--- src/rtl/debug_regfile_controller.sv ---
// Debug sequencer for the MIPS core: halts, runs and single-steps the pipeline,
// and streams the whole register file out over the UART TX byte interface.
module debug_regfile_controller #(
    parameter int         NUM_REGS     = 32,
    parameter int         READ_LAT     = 1,
    parameter logic [7:0] HEADER_BYTE  = 8'hA5,
    parameter bit         START_HALTED = 1'b1
) (
    input  logic        clk,
    input  logic        rst,
    input  logic        halt_req,
    input  logic        run_req,
    input  logic        step_req,
    input  logic        dump_req,
    input  logic [31:0] dbg_reg_data,
    input  logic        tx_ready,
    output logic        cpu_enable,
    output logic        debug_on,
    output logic [4:0]  dbg_read_reg,
    output logic [7:0]  tx_data,
    output logic        tx_valid,
    output logic        busy,
    output logic        halted
);

    typedef enum logic [2:0] {
        ST_RUN,
        ST_HALT,
        ST_STEP,
        ST_SEND_HDR,
        ST_LOAD,
        ST_SEND
    } state_t;

    localparam logic [4:0] LAST_REG  = 5'(NUM_REGS - 1);
    localparam logic [1:0] WAIT_LAST = 2'(READ_LAT - 1);

    state_t      state;
    logic [31:0] shift;
    logic [1:0]  byte_idx;
    logic [1:0]  wait_cnt;

    // The outgoing byte is always the top of the shift register, so the header
    // is simply preloaded there; tx_data is therefore a plain register output.
    assign tx_data = shift[31:24];

    always_ff @(posedge clk or posedge rst) begin
        if (rst) begin
            state        <= START_HALTED ? ST_HALT : ST_RUN;
            cpu_enable   <= !START_HALTED;
            debug_on     <= 1'b0;
            dbg_read_reg <= '0;
            tx_valid     <= 1'b0;
            busy         <= 1'b0;
            halted       <= START_HALTED;
            shift        <= '0;
            byte_idx     <= '0;
            wait_cnt     <= '0;
        end else begin
            case (state)
                ST_RUN: begin
                    if (halt_req) begin
                        state      <= ST_HALT;
                        cpu_enable <= 1'b0;
                        halted     <= 1'b1;
                    end
                end
                ST_HALT: begin
                    if (dump_req) begin
                        state        <= ST_SEND_HDR;
                        debug_on     <= 1'b1;
                        dbg_read_reg <= '0;
                        shift        <= {HEADER_BYTE, 24'h000000};
                        tx_valid     <= 1'b1;
                        busy         <= 1'b1;
                    end else if (step_req) begin
                        state      <= ST_STEP;
                        cpu_enable <= 1'b1;
                        busy       <= 1'b1;
                    end else if (run_req) begin
                        state      <= ST_RUN;
                        cpu_enable <= 1'b1;
                        halted     <= 1'b0;
                    end
                end
                ST_STEP: begin
                    state      <= ST_HALT;
                    cpu_enable <= 1'b0;
                    busy       <= 1'b0;
                end
                ST_SEND_HDR: begin
                    if (tx_valid && tx_ready) begin
                        state        <= ST_LOAD;
                        tx_valid     <= 1'b0;
                        shift        <= '0;
                        dbg_read_reg <= '0;
                        wait_cnt     <= '0;
                    end
                end
                ST_LOAD: begin
                    if (wait_cnt == WAIT_LAST) begin
                        state    <= ST_SEND;
                        shift    <= dbg_reg_data;
                        tx_valid <= 1'b1;
                        byte_idx <= '0;
                        wait_cnt <= '0;
                    end else begin
                        wait_cnt <= wait_cnt + 2'd1;
                    end
                end
                ST_SEND: begin
                    if (tx_valid && tx_ready) begin
                        shift    <= {shift[23:0], 8'h00};
                        byte_idx <= byte_idx + 2'd1;
                        // Fourth byte of this register accepted: next register or done
                        if (byte_idx == 2'd3) begin
                            tx_valid <= 1'b0;
                            if (dbg_read_reg == LAST_REG) begin
                                state        <= ST_HALT;
                                debug_on     <= 1'b0;
                                busy         <= 1'b0;
                                dbg_read_reg <= '0;
                            end else begin
                                state        <= ST_LOAD;
                                dbg_read_reg <= dbg_read_reg + 5'd1;
                                wait_cnt     <= '0;
                            end
                        end
                    end
                end
                default: begin
                    state      <= ST_HALT;
                    cpu_enable <= 1'b0;
                    debug_on   <= 1'b0;
                    tx_valid   <= 1'b0;
                    busy       <= 1'b0;
                    halted     <= 1'b1;
                end
            endcase
        end
    end

endmodule

--- config.mk ---
export PLATFORM = sky130hd
export DESIGN_NAME = debug_regfile_controller
export DESIGN_NICKNAME = d
export VERILOG_FILES = /design/src/rtl/debug_regfile_controller.sv
export SDC_FILE = /design/constraint.sdc
export NUM_CORES = 1
export LEC_CHECK = 0
export CAP_MARGIN = 25
export CORE_AREA = 2 2 80 82
export CTS_CLUSTER_DIAMETER = 40
export DETAILED_ROUTE_END_ITERATION = 10
export DIE_AREA = 0 0 82 84
export PLACE_DENSITY = 0.8
export SETUP_SLACK_MARGIN = 0.5
export SLEW_MARGIN = 20
export SYNTH_ARGS = -nofsm -noshare
export SYNTH_HDL_FRONTEND = slang
export SYNTH_SLANG_ARGS = --single-unit
export TNS_END_PERCENT = 30
--- constraint.sdc ---
create_clock -name clk -period 6.75 [get_ports clk]
set_clock_uncertainty 0.2 [all_clocks]
set_input_delay 1.0125 -clock clk [delete_from_list [all_inputs] [get_ports clk]]
set_output_delay 1.0125 -clock clk [all_outputs]
set_load 0.1 [all_outputs]
Run 1, metal layers overlaid:
Two of the layers only.
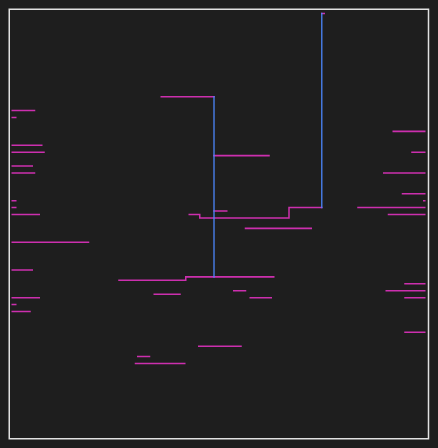
| colour | layer | wire length |
|---|---|---|
| blue | met4 | 73.4 µm |
| magenta | met3 | 250 µm |
WL final: 5950 µm
GRT Overall Usage: 18.2%
detailed-route wire length per cell: 14.8 µm
via count: 2144

Run 1, sizing map:
Scale bar: 20 µm.
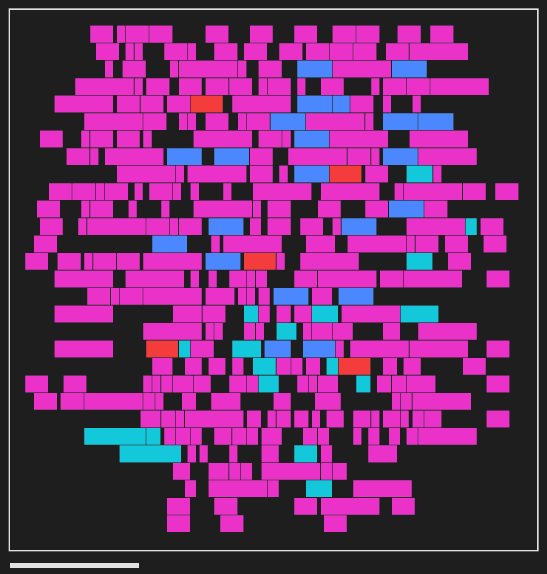
| colour | size | cells | share |
|---|---|---|---|
| cyan | drive 2 | 18 | 5.5% |
| blue | drive 3 to 4 | 21 | 6.5% |
| red | drive 6 and up | 5 | 1.5% |
| magenta | drive 1 or less | 281 | 86% |
Syn-to-layout area delta: 19.5%
Non-clock buffers: 57
final instance area: 3540 µm²
Final WS setup: 3.56 ns

==> flow_metrics.env, run 1 <==
# flow metrics
export IMPL_drtPass1Iterations=4
export IMPL_synth_top_area_share_pct=39.7
export IMPL_p_seq_share_pct=30.0
export IMPL_critPathKind="reg2out"
export IMPL_grt_pass1_vias=2073
export IMPL_grt_overflow=0
export IMPL_grt_max_degree=50
export IMPL_antenna_found_initial=0
export IMPL_aoi_share_pct=11.3
export IMPL_simple_gate_share_pct=13.3
export IMPL_largestClassByArea="multi-input combinational cells"
export IMPL_ys_seq_share_pct=41.5
export IMPL_gp_congestion=0.931
export IMPL_synthesis_area_um2=2960
export IMPL_diodes=0
export IMPL_worstSetupStartpointType="register"
export IMPL_p_per_area_nw_per_um2=418
export IMPL_flops=49
export IMPL_bufAreaShareNonClock_pct=16.0
export IMPL_dp_cells=394
export IMPL_hold_violations=0
export IMPL_min_to="shift[11]"
export IMPL_ctsHoldBuffers=0
export IMPL_combPwrFrac_pct=58.6
export IMPL_comb_area_um2=1500
export IMPL_tapCellCount=77
export IMPL_crit_fanout=2
export IMPL_fp_nets=329
export IMPL_cts_buffer_depth=2
export IMPL_setup_violations=0
export IMPL_yosysTopAreaCell="dfrtp_1"
export IMPL_synth_cells=284
export IMPL_worst_r2r_setup_slack_ns=3.66
export IMPL_fin_cells=402
export IMPL_p_clk_uw=169
export IMPL_highest_layer="met4"
export IMPL_reg2reg_from="state[0]"
export IMPL_yosysMostFrequentCell="dfrtp_1"
export IMPL_fillers=518
export IMPL_cpPeakStageDelay_ns=1.13
export IMPL_tool_warnings=27
export IMPL_lay_top_count="clkdlybuf4s50_1"
export IMPL_min_path_type="reg2reg"
export IMPL_fp_util_pct=48.6
export IMPL_swShare_pct=49.2
export IMPL_critPathBufInv=1
export IMPL_fa_ha_area_share_pct=2.53
export IMPL_drive_above_1_share_pct=13.5
export IMPL_hold_depth=1
export IMPL_grt_busiest_layer="met2"
export IMPL_ys_top_cells_by_count="dfrtp_1, mux2i_1, nor2_1"
export IMPL_leakagePower_uw=0.00167
export IMPL_cts_resized=0
export IMPL_drc=0
export IMPL_crit_slowest_cell="clkdlybuf4s50_1"
export IMPL_max_cap_violations=0
export IMPL_seq_share_pct=34.7
export IMPL_gr_usage_met2_pct=27.9
export IMPL_finalClockPeriodUsage_pct=47.3
export IMPL_clock_sinks=49
export IMPL_die_w_um=82
export IMPL_synthFlopType="dfrtp_1"
export IMPL_yosys_area_um2=2960
export IMPL_insertion_delay_ns=0.31
export IMPL_async_reset_ff_share_pct=100
export IMPL_logic_gates=193
export IMPL_clk_pin_slew_worst_paths_ns=0.09
export IMPL_ys_types=45
export IMPL_p_seq_uw=444
export IMPL_irDropWorstVdd_v=0.000385
export IMPL_cp_cell_sequence="clkdlybuf4s50_1"
export IMPL_grt_pass1_wl_um=9920
export IMPL_wl_met3_um=249
export IMPL_place_ws_ns=3.62
export IMPL_crit_family="buffers and inverters"
export IMPL_period_minus_slack_ns=3.19
export IMPL_fin_setup_tns_ns=0
export IMPL_wl_met1_um=2850
export IMPL_core_rowCount=29
export IMPL_power_uw=1480
export IMPL_largest_reg_flops=32
export IMPL_outcome="completed"
export IMPL_cp_endpoint="halted"
export IMPL_reg2reg_depth=5
export IMPL_synthTopCellsByArea="dfrtp_1, mux2i_1, mux2_4"
export IMPL_syn_avg_cell_area_um2=10.4
export IMPL_p_sw_uw=729
export IMPL_tightest_slew_ns=0.971
export IMPL_cts_buffers=5
export IMPL_slew_violations=0
export IMPL_mostFrequentLayoutCells="clkdlybuf4s50_1, dfrtp_1, mux2i_1"
export IMPL_io_buffers=56
export IMPL_slew_limit_headroom_pct=35.0
export IMPL_crit_start="halted"
export IMPL_cp_num_cells=1
export IMPL_cts_tree="built"
export IMPL_use_met3_pct=3.57
export IMPL_inv_count=18
export IMPL_max_clock_freq_ghz=0.313
export IMPL_internal_power_uw=752
export IMPL_hold_ws_ns=0.321
export IMPL_ys_cells=284
export IMPL_die_area_um2=6890
export IMPL_cp_arrival_ns=1.98
export IMPL_die_h_um=84
export IMPL_place_detailed_hpwl_um=4170
export IMPL_grt_setup_unrepaired="false"
export IMPL_wl_met2_um=2780
export IMPL_clockBufferCount=6
export IMPL_synth_edff_count=0
export IMPL_clkCellAreaFrac_pct=2.33
export IMPL_top_level_ports=57
export IMPL_viasPerCell=5.33
export IMPL_ys_sh_mux_pct=23.5
export IMPL_postCtsSetupBuffers=0
export IMPL_root_buffer="clkbuf_8"
export IMPL_r2r_end="shift[30]"
export IMPL_critPathCaptureType="output pin"
export IMPL_seq_area_um2=1230
export IMPL_fin_nets=369
export IMPL_comb_power_uw=868
export IMPL_crit_required_ns=5.54
export IMPL_cts_max_level=2
export IMPL_dpl_cell_area_um2=3460
export IMPL_antenna_left=0
export IMPL_clkPwrFrac_pct=11.4
export IMPL_synth_xor_xnor_area_share_pct=0
export IMPL_synth_seq_cells=49
Run 1, M1 wires:
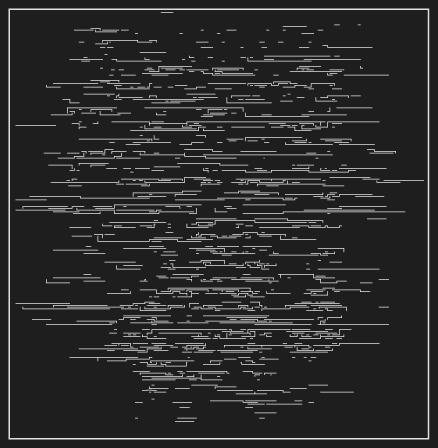
main direction: horizontal
longest straight run: 27.1 µm
wire length on this layer: 2850 µm
met1 Track Usage GR: 26.4%

Run 1, clock routing:
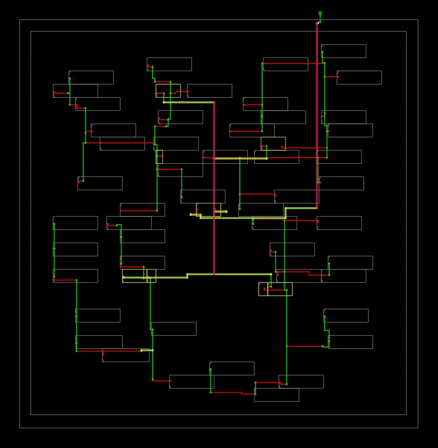

==> run 2, diff against run 1 <==
- clock period: 6.75 -> 3.1 ns (I/O delays scaled with it)
Run 2, clock routing:
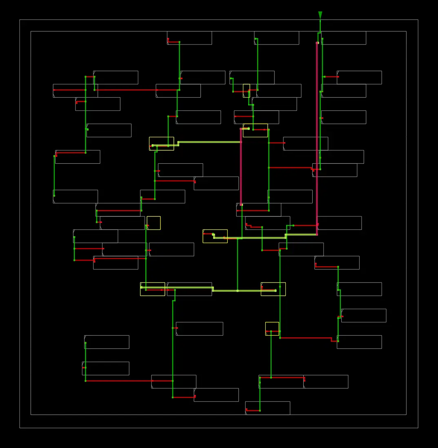
worst skew pair latency: 0.31 ns
CTS sink cnt: 49
Clock Power: 379 µW
# clk buffers: 6

==> flow_metrics.env, run 2 <==
# flow metrics
export IMPL_outcome="completed"
export IMPL_grt_pass1_wl_um=9950
export IMPL_use_met3_pct=4.00
export IMPL_flops=49
export IMPL_yosys_area_um2=2960
export IMPL_met1_usage_pct=26.7
export IMPL_cp_cell_sequence="buf_4, a21oi_1, o22ai_1, nand2b_4, mux2_4"
export IMPL_lay_top_count="dfrtp_1"
export IMPL_ys_seq_share_pct=41.5
export IMPL_irDropWorstVdd_v=0.000908
export IMPL_gp_congestion=0.902
export IMPL_grt_busiest_layer="met2"
export IMPL_combPwrFrac_pct=60.1
export IMPL_clk_pin_slew_worst_paths_ns=0.09
export IMPL_logic_gates=193
export IMPL_seq_share_pct=34.7
export IMPL_crit_slowest_cell="dfstp_2"
export IMPL_fin_cells=407
export IMPL_power_uw=3240
export IMPL_tool_warnings=27
export IMPL_fp_util_pct=48.6
export IMPL_postCtsSetupBuffers=0
export IMPL_crit_required_ns=3.09
export IMPL_place_ws_ns=0.486
export IMPL_worst_r2r_setup_slack_ns=0.66
export IMPL_grt_pass1_vias=2064
export IMPL_highest_layer="met4"
export IMPL_setup_violations=0
export IMPL_grt_setup_unrepaired="false"
export IMPL_clkCellAreaFrac_pct=2.47
export IMPL_critPathKind="reg2reg"
export IMPL_tapCellCount=77
export IMPL_fp_nets=329
export IMPL_synth_seq_cells=49
export IMPL_ys_sh_mux_pct=23.5
export IMPL_ys_top_cells_by_count="dfrtp_1, mux2i_1, nor2_1"
export IMPL_finalClockPeriodUsage_pct=78.6
export IMPL_comb_power_uw=1950
export IMPL_clkPwrFrac_pct=11.7
export IMPL_largestClassByArea="multi-input combinational cells"
export IMPL_max_clock_freq_ghz=0.410
export IMPL_synth_top_area_share_pct=39.7
export IMPL_max_cap_violations=0
export IMPL_synth_xor_xnor_area_share_pct=0
export IMPL_drc=0
export IMPL_largest_reg_flops=32
export IMPL_critPathBufInv=1
export IMPL_die_h_um=84
export IMPL_critPathCaptureType="register"
export IMPL_hold_depth=1
export IMPL_cpPeakStageDelay_ns=0.65
export IMPL_mostFrequentLayoutCells="dfrtp_1, mux2i_1, clkdlybuf4s50_1"
export IMPL_dp_cells=399
export IMPL_yosysMostFrequentCell="dfrtp_1"
export IMPL_diodes=0
export IMPL_simple_gate_share_pct=13.3
export IMPL_synth_cells=284
export IMPL_comb_area_um2=1500
export IMPL_ys_types=45
export IMPL_wl_met1_um=2910
export IMPL_core_rowCount=29
export IMPL_setup_ws_ns=0.663
export IMPL_syn_avg_cell_area_um2=10.4
export IMPL_wl_met2_um=2830
export IMPL_async_reset_ff_share_pct=100
export IMPL_swShare_pct=49.4
export IMPL_min_path_type="reg2reg"
export IMPL_grt_max_degree=50
export IMPL_p_seq_uw=912
export IMPL_top_level_ports=57
export IMPL_reg2reg_depth=5
export IMPL_fin_nets=374
export IMPL_cts_buffer_depth=2
export IMPL_wl_per_cell_um=14.9
export IMPL_antenna_found_initial=0
export IMPL_antenna_left=0
export IMPL_tightest_slew_ns=0.628
export IMPL_cp_endpoint="shift[12]"
export IMPL_p_sw_uw=1600
export IMPL_grt_usage_pct=18.5
export IMPL_drive_above_1_share_pct=20.3
export IMPL_die_w_um=82
export IMPL_cts_resized=0
export IMPL_finalInstanceArea_um2=3540
export IMPL_r2r_end="shift[12]"
export IMPL_synthFlopType="dfrtp_1"
export IMPL_period_minus_slack_ns=2.44
export IMPL_syn_to_final_growth_pct=19.4
export IMPL_cts_max_level=2
export IMPL_ctsHoldBuffers=0
export IMPL_place_detailed_hpwl_um=4260
export IMPL_drtPass1Iterations=4
export IMPL_yosysTopAreaCell="dfrtp_1"
Run 2, metal 2:
Cells faint in the background.
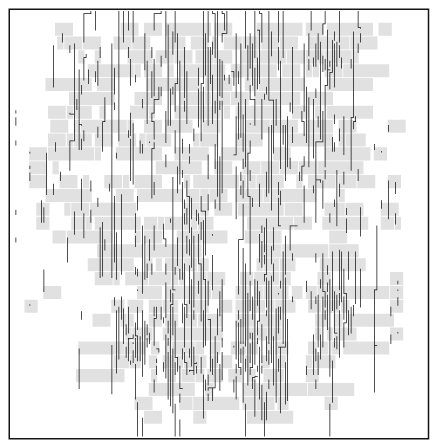
wire length on this layer: 2830 µm
main direction: vertical
share of all routed wire: 47%
longest straight run: 45.9 µm
nets with wire on the layer: 311
met2 usage: 27.8%
via count: 2149
WL final: 6050 µm

Power figures rest on the tool's default switching activity, not on a simulated workload.
